==> config.mk <==
export PLATFORM = sky130hd
export DESIGN_NAME = reg_access_ctrl
export DESIGN_NICKNAME = d
export VERILOG_FILES = /design/src/rtl/reg_access_ctrl_pkg.sv /design/src/rtl/reg_access_ctrl_rr_arbiter.sv /design/src/rtl/reg_access_ctrl.sv
export SDC_FILE = /design/constraint.sdc
export NUM_CORES = 1
export LEC_CHECK = 0
export CAP_MARGIN = 10
export CORE_MARGIN = 2
export CORE_UTILIZATION = 39
export DETAILED_ROUTE_END_ITERATION = 10
export PLACE_DENSITY = 0.86
export SYNTH_ARGS = -nofsm -noshare
export SYNTH_HDL_FRONTEND = slang
export SYNTH_SLANG_ARGS = --single-unit
export TNS_END_PERCENT = 1
==> constraint.sdc <==
create_clock -name CLK -period 3.92 [get_ports CLK]
set_input_delay 0.784 -clock CLK [delete_from_list [all_inputs] [get_ports CLK]]
set_output_delay 0.784 -clock CLK [all_outputs]
set_load 0.1 [all_outputs]
==> src/rtl/reg_access_ctrl_pkg.sv <==
// Shared constants and types for the A/B/C register-block access controller.
package reg_access_ctrl_pkg;

  localparam int WORD_SIZE = 19;

  // SEL_NONE is deliberately distinct from every real register select.
  localparam logic [1:0] SEL_NONE   = 2'b00;
  localparam logic [1:0] LOAD_REG_A = 2'b01;
  localparam logic [1:0] LOAD_REG_B = 2'b10;
  localparam logic [1:0] LOAD_REG_C = 2'b11;

  typedef enum logic [1:0] {
    IDLE  = 2'd0,
    ISSUE = 2'd1,
    RESP  = 2'd2
  } reg_ctrl_state_t;

  function automatic logic is_sel_none(input logic [1:0] sel);
    return sel == SEL_NONE;
  endfunction

endpackage

==> src/rtl/reg_access_ctrl_rr_arbiter.sv <==
// Combinational round-robin arbiter: one-hot grant and winner index, searching
// upward from ptr_i and wrapping. The pointer itself is owned by the caller.
module rr_arbiter #(
  parameter int N     = 3,
  parameter int PTR_W = (N > 1) ? $clog2(N) : 1
) (
  input  logic [N-1:0]     req_i,
  input  logic [PTR_W-1:0] ptr_i,
  output logic [N-1:0]     grant_o,
  output logic [PTR_W-1:0] winner_o,
  output logic             valid_o
);

  logic found;
  int   idx;

  // NOTE: every output gets a default before the search loop so no latch is inferred.
  always_comb begin
    grant_o  = '0;
    winner_o = '0;
    found    = 1'b0;
    idx      = 0;
    for (int i = 0; i < N; i++) begin
      idx = (int'(ptr_i) + i) % N;
      if (!found && req_i[idx]) begin
        found         = 1'b1;
        grant_o[idx]  = 1'b1;
        winner_o      = PTR_W'(idx);
      end
    end
  end

  assign valid_o = |req_i;

endmodule

==> src/rtl/reg_access_ctrl.sv <==
// Serialises all requester accesses to the A/B/C register block through one
// load/read port: IDLE (accept) -> ISSUE (drive block) -> RESP (complete).
module reg_access_ctrl #(
  parameter int NUM_REQ   = 3,
  parameter int WORD_SIZE = reg_access_ctrl_pkg::WORD_SIZE,
  parameter int SEL_W     = 2
) (
  input  logic                         CLK,
  input  logic                         RST_N,
  input  logic [NUM_REQ-1:0]           req_valid,
  input  logic [NUM_REQ-1:0]           req_write,
  input  logic [NUM_REQ*SEL_W-1:0]     req_sel,
  input  logic [NUM_REQ*WORD_SIZE-1:0] req_wdata,
  output logic [NUM_REQ-1:0]           req_ready,
  output logic [NUM_REQ-1:0]           rsp_valid,
  output logic [WORD_SIZE-1:0]         rsp_rdata,
  output logic                         rsp_err,
  output logic                         LOAD_REG,
  output logic [SEL_W-1:0]             LOAD_SELECT,
  output logic [WORD_SIZE-1:0]         data_in,
  input  logic [WORD_SIZE-1:0]         data_out
);

  import reg_access_ctrl_pkg::*;

  localparam int PTR_W = (NUM_REQ > 1) ? $clog2(NUM_REQ) : 1;

  reg_ctrl_state_t        state_q, state_d;
  logic [PTR_W-1:0]       ptr_q, ptr_d;
  logic [PTR_W-1:0]       winner_q, winner_d;
  logic                   write_q, write_d;
  logic [SEL_W-1:0]       sel_q, sel_d;
  logic [WORD_SIZE-1:0]   wdata_q, wdata_d;

  logic [NUM_REQ-1:0]     arb_grant;
  logic [PTR_W-1:0]       arb_winner;
  logic                   arb_valid;
  logic                   sel_none;

  rr_arbiter #(
    .N     (NUM_REQ),
    .PTR_W (PTR_W)
  ) u_arb (
    .req_i    (req_valid),
    .ptr_i    (ptr_q),
    .grant_o  (arb_grant),
    .winner_o (arb_winner),
    .valid_o  (arb_valid)
  );

  always_comb begin
    state_d  = state_q;
    ptr_d    = ptr_q;
    winner_d = winner_q;
    write_d  = write_q;
    sel_d    = sel_q;
    wdata_d  = wdata_q;
    case (state_q)
      IDLE: begin
        if (arb_valid) begin
          state_d  = ISSUE;
          winner_d = arb_winner;
          write_d  = req_write[arb_winner];
          sel_d    = req_sel[arb_winner*SEL_W +: SEL_W];
          wdata_d  = req_wdata[arb_winner*WORD_SIZE +: WORD_SIZE];
          ptr_d    = (arb_winner == PTR_W'(NUM_REQ - 1)) ? '0 : arb_winner + PTR_W'(1);
        end
      end
      ISSUE:   state_d = RESP;
      RESP:    state_d = IDLE;
      default: state_d = IDLE;
    endcase
  end

  // NOTE: sequential state uses non-blocking assignments only.
  always_ff @(posedge CLK or negedge RST_N) begin
    if (!RST_N) begin
      state_q  <= IDLE;
      ptr_q    <= '0;
      winner_q <= '0;
      write_q  <= 1'b0;
      sel_q    <= SEL_W'(SEL_NONE);
      wdata_q  <= '0;
    end else begin
      state_q  <= state_d;
      ptr_q    <= ptr_d;
      winner_q <= winner_d;
      write_q  <= write_d;
      sel_q    <= sel_d;
      wdata_q  <= wdata_d;
    end
  end

  assign sel_none = is_sel_none(sel_q);

  // Ready is masked by reset so a requester holding valid through reset is not accepted.
  assign req_ready   = (state_q == IDLE && RST_N) ? arb_grant : '0;

  assign LOAD_REG    = (state_q == ISSUE) && write_q && !sel_none;
  assign LOAD_SELECT = (state_q == ISSUE) ? sel_q : SEL_W'(SEL_NONE);
  assign data_in     = (state_q == ISSUE) ? wdata_q : '0;

  always_comb begin
    rsp_valid = '0;
    if (state_q == RESP) rsp_valid[winner_q] = 1'b1;
  end

  assign rsp_err   = (state_q == RESP) && sel_none;
  assign rsp_rdata = (state_q == RESP && !write_q && !sel_none) ? data_out : '0;

endmodule
==> flow_metrics.py, run 1 <==
# Physical implementation metrics
metrics = {
    "status": {
        "outcome": "finished clean",
    },
    "timing": {
        "min_period_ns": 3.64,
        "rsz0062_at_grt": "no",
        "slew_viol_final": 0,
        "hold_ws_ns": 0.557,
        "finalCritPeriodShare_pct": 92.7,
        "setup_viol": 0,
    },
    "detailed_routing": {
        "wl_met3_um": 591,
        "ant_nets": 0,
        "drt-pass1-iter-count": 6,
        "drc_errors": 0,
        "wl_met2_um": 3580,
    },
    "finish": {
        "seq_cells": 28,
        "logic_area_um2": 1260,
        "area_delta_synth_final_pct": 65.9,
        "drive_above_1_share_pct": 19.4,
        "antennaDiodeCount": 0,
        "top_register": "wdata_q",
        "nClkBuffers": 3,
        "mostFrequentLayoutCell": "clkdlybuf4s50_1",
    },
    "setup_path": {
        "path_delay_family": "AND-OR/OR-AND gates",
        "endpoint_kind": "output pin",
        "critPathArrivalTime_ns": 2.85,
        "critPathMaxFanout": 8,
        "crit_path_max_incr_delay_ns": 0.61,
        "r2r_end": "wdata_q[2]$_DFFE_PN0P_",
        "critical_path.cell_chain": "clkdlybuf4s50_1 -> nand2b_1 -> a2111oi_2 -> a211o_1 -> o21ai_0 -> a21oi_1 -> buf_12",
        "critical_path_class": "in -> out",
    },
    "place": {
        "place_hpwl_um": 5390,
        "port-buffer-count": 137,
        "dp.cells": 422,
    },
    "die": {
        "num_rows": 26,
        "initial_core_util_pct": 40.7,
        "num_io_pins": 138,
        "die_w_um": 77.5,
    },
    "synth": {
        "ys_sh_adder_pct": 2.38,
        "async_flop_share_pct": 100,
        "yosysMostFrequentCell": "and2_1",
        "area_leaders": "dfrtp_1, and2_1, mux2i_1",
        "yosys.area.top_type": "dfrtp_1",
        "yosysTopAreaCellShare_pct": 33.3,
        "yosysCellCount": 225,
        "synthAoiAreaFrac_pct": 25.1,
        "simple_gate_share_pct": 20.8,
        "ys_sh_mux_pct": 11.2,
        "synth_flops": 28,
        "yosys-top-cells-count": "and2_1, dfrtp_1, a21oi_1",
    },
    "power": {
        "power.leakage_nw": 1.55,
        "top_power_group": "combinational cells",
        "comb_power_share_pct": 78.1,
        "comb-power_mw": 2.71,
        "pwr-share-seq_pct": 15.2,
        "power.total_mw": 3.47,
    },
    "global_route": {
        "met2_usage_pct": 42.7,
        "grt_overflow": 0,
        "grtUsageTotal_pct": 23.2,
        "grt_max_degree": 29,
        "grtUsageMet1_pct": 27.9,
    },
    "clock_tree": {
        "clockBufferDepth": 2,
        "cts_buffers": 3,
        "cts_hold_buf": 0,
        "numClockSinks": 28,
        "cts_root_buffer": "clkbuf_8",
        "clock.latency.late_pin_ns": 0.28,
        "cts_resized": 0,
        "clkTransAtPathRegs_ns": 0.10,
    },
    "flow_run": {
        "warnings": 30,
        "drv_cap": 0,
    },
    "worst_hold_path": {
        "min_path_cells": 2,
        "worstHoldPathType": "reg -> reg",
    },
}
run_1/registers.png
Scale: 4 px per µm. Other sequential cells in the stronger gray, the rest of the logic in the fainter gray.
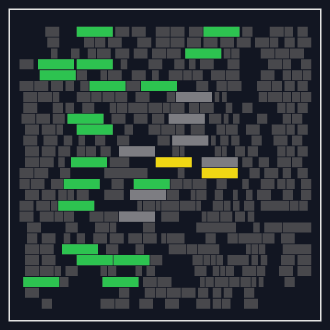
green -> wdata_q  # sequential cells 19
yellow -> winner_q  # sequential cells 2
not colored = 7
sequential power: 0.528 mW
final core utilization: 67.6%
fraction of area in registers: 20.0%

run_1/met3.png
Scale: 4 px per µm. Cells faint in the background.
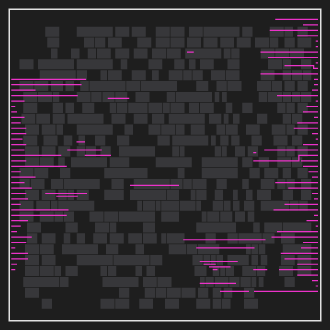
main direction = horizontal
nets with wire on the layer = 103
wire length on this layer = 592 µm
longest straight run = 20.2 µm
share of all routed wire = 8.4%
met3 GRT Util: 5.00%
via count: 2,277
final WL: 7050 µm

run_1/drive_strength.png
Scale: 4 px per µm.
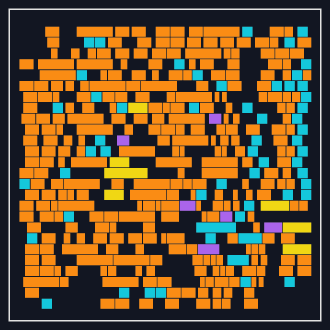
yellow -> drive 6 and up  # cells 7
orange -> drive 1 or less  # cells 287
cyan -> drive 3 to 4  # cells 56
purple -> drive 2  # cells 6
post-route cell area: 3500 µm²
Setup WS post-layout: 0.285 ns

run_1/final_placement.png
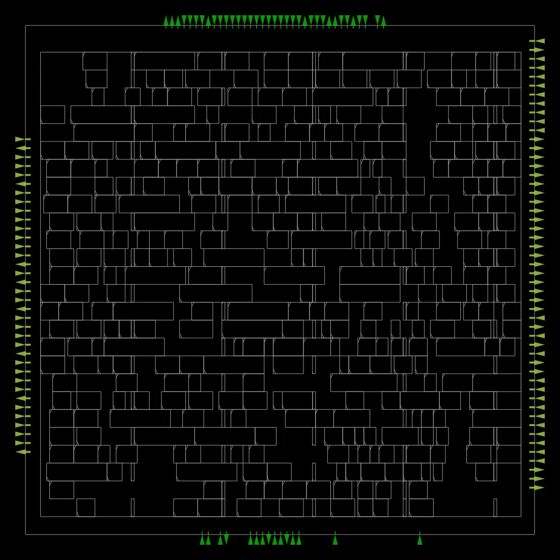
Core Box Area: 5170 µm²
# fillers: 437

run_1/cell_classes.png
Scale: 6 px per µm.
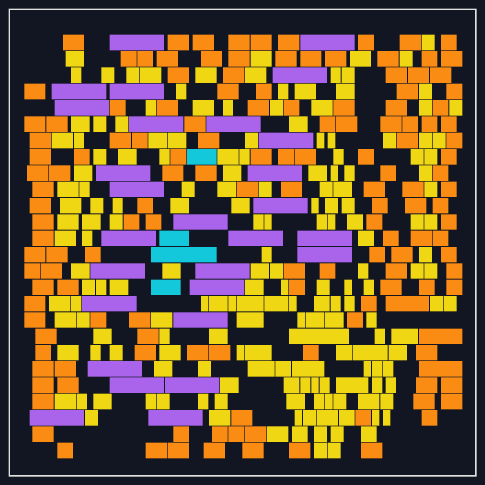

==> run 2: changes to the inputs <==
==> constraint.sdc (replaced) <==
create_clock -name CLK -period 3.92 [get_ports CLK]
set_input_delay 1.176 -clock CLK [delete_from_list [all_inputs] [get_ports CLK]]
set_output_delay 1.176 -clock CLK [all_outputs]
set_load 0.1 [all_outputs]
run_2/cell_classes.png
Scale: 6 px per µm.
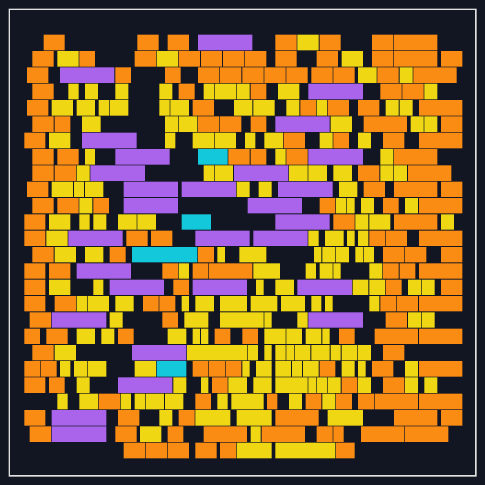
purple -> flip-flops  # cells 28
cyan -> clock drivers and dummy loads  # cells 4
orange -> other buffers and delay cells  # cells 163
yellow -> all other logic  # cells 179
fraction of area in registers: 17.6%
post-route cell area: 3970 µm²
Rows: 26
final core utilization: 76.8%

run_2/met3.png
Scale: 4 px per µm. Cells faint in the background.
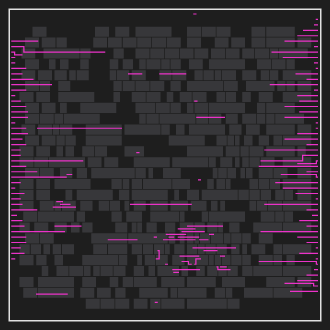
share of all routed wire = 8.7%
wire length on this layer = 628 µm
main direction = horizontal
nets with wire on the layer = 119
longest straight run = 20.9 µm
via count: 2,402
final WL: 7230 µm
met3 GRT Util: 5.58%

run_2/drive_strength.png
Scale: 4 px per µm.
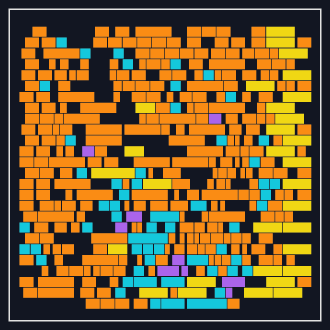
purple -> drive 2  # cells 9
cyan -> drive 3 to 4  # cells 56
yellow -> drive 6 and up  # cells 30
orange -> drive 1 or less  # cells 279
Non-Clock Buffer Count: 163
Layout area overhead: 88.5%
Setup WS post-layout: 0.0768 ns

==> run 2 against run 1 <==
Combinational power is 12% higher. First-iteration DRC count up 14%. Setup slack got worse by 0.21 ns. Clock power barely moved. Critical path depth grew 1. Total power grew 9.3%. Highest routed layer unchanged. Critical endpoint is now req_ready[0]. Sequential power hardly changed. Sequential cell count stayed put. Fmax down 5.4%. Routed wire length grew 2.5%. Core utilization grew 9.2 points. Die area did not move. Largest power group unchanged.
==> flow_metrics.py, run 2 <==
# Physical implementation metrics
metrics = {
    "setup_path": {
        "path_delay_family": "AND-OR/OR-AND gates",
        "critical_path_class": "in -> out",
        "critical_path.cell_chain": "dlygate4sd2_1 -> buf_4 -> nand2b_1 -> a31oi_1 -> o21ai_2 -> a221oi_2 -> a211oi_4 -> buf_12",
        "r2r_end": "sel_q[1]$_DFFE_PN0P_",
        "crit_path_max_incr_delay_ns": 0.36,
    },
    "clock_tree": {
        "clock.latency.late_pin_ns": 0.28,
        "cts_root_buffer": "clkbuf_8",
        "cts_buffers": 3,
        "clockBufferDepth": 2,
        "cts_resized": 5,
        "clkTransAtPathRegs_ns": 0.09,
    },
    "finish": {
        "drive_above_1_share_pct": 25.4,
        "mostFrequentLayoutCell": "clkdlybuf4s50_1",
        "logic_area_um2": 1330,
        "nClkBuffers": 3,
        "antennaDiodeCount": 0,
        "top_register": "wdata_q",
    },
    "power": {
        "power.leakage_nw": 1.72,
        "top_power_group": "combinational cells",
        "seq_cell_power_mw": 0.527,
        "comb-power_mw": 3.03,
        "pwr-share-seq_pct": 13.9,
        "comb_power_share_pct": 80.0,
    },
    "die": {
        "core_area_um2": 5170,
        "initial_core_util_pct": 40.7,
        "num_io_pins": 138,
        "die_w_um": 77.5,
    },
    "synth": {
        "ys_sh_adder_pct": 2.38,
        "yosysCellCount": 225,
        "yosysMostFrequentCell": "and2_1",
        "yosysTopAreaCellShare_pct": 33.3,
        "synth_flops": 28,
        "ys_sh_mux_pct": 11.2,
        "async_flop_share_pct": 100,
        "area_leaders": "dfrtp_1, and2_1, mux2i_1",
        "yosys.area.top_type": "dfrtp_1",
        "simple_gate_share_pct": 20.8,
    },
    "place": {
        "port-buffer-count": 137,
        "place_hpwl_um": 5700,
        "dp.cells": 440,
    },
    "timing": {
        "min_period_ns": 3.84,
        "setup_viol": 0,
    },
    "global_route": {
        "grtUsageTotal_pct": 23.7,
        "grt_overflow": 0,
        "grt_max_degree": 29,
    },
    "flow_run": {
        "drv_cap": 0,
        "warnings": 30,
    },
    "worst_hold_path": {
        "worstHoldPathType": "reg -> reg",
    },
    "detailed_routing": {
        "drt-pass1-iter-count": 4,
        "drc_errors": 0,
        "ant_nets": 0,
    },
    "status": {
        "outcome": "finished clean",
    },
}
Power and IR drop assume default switching activity.
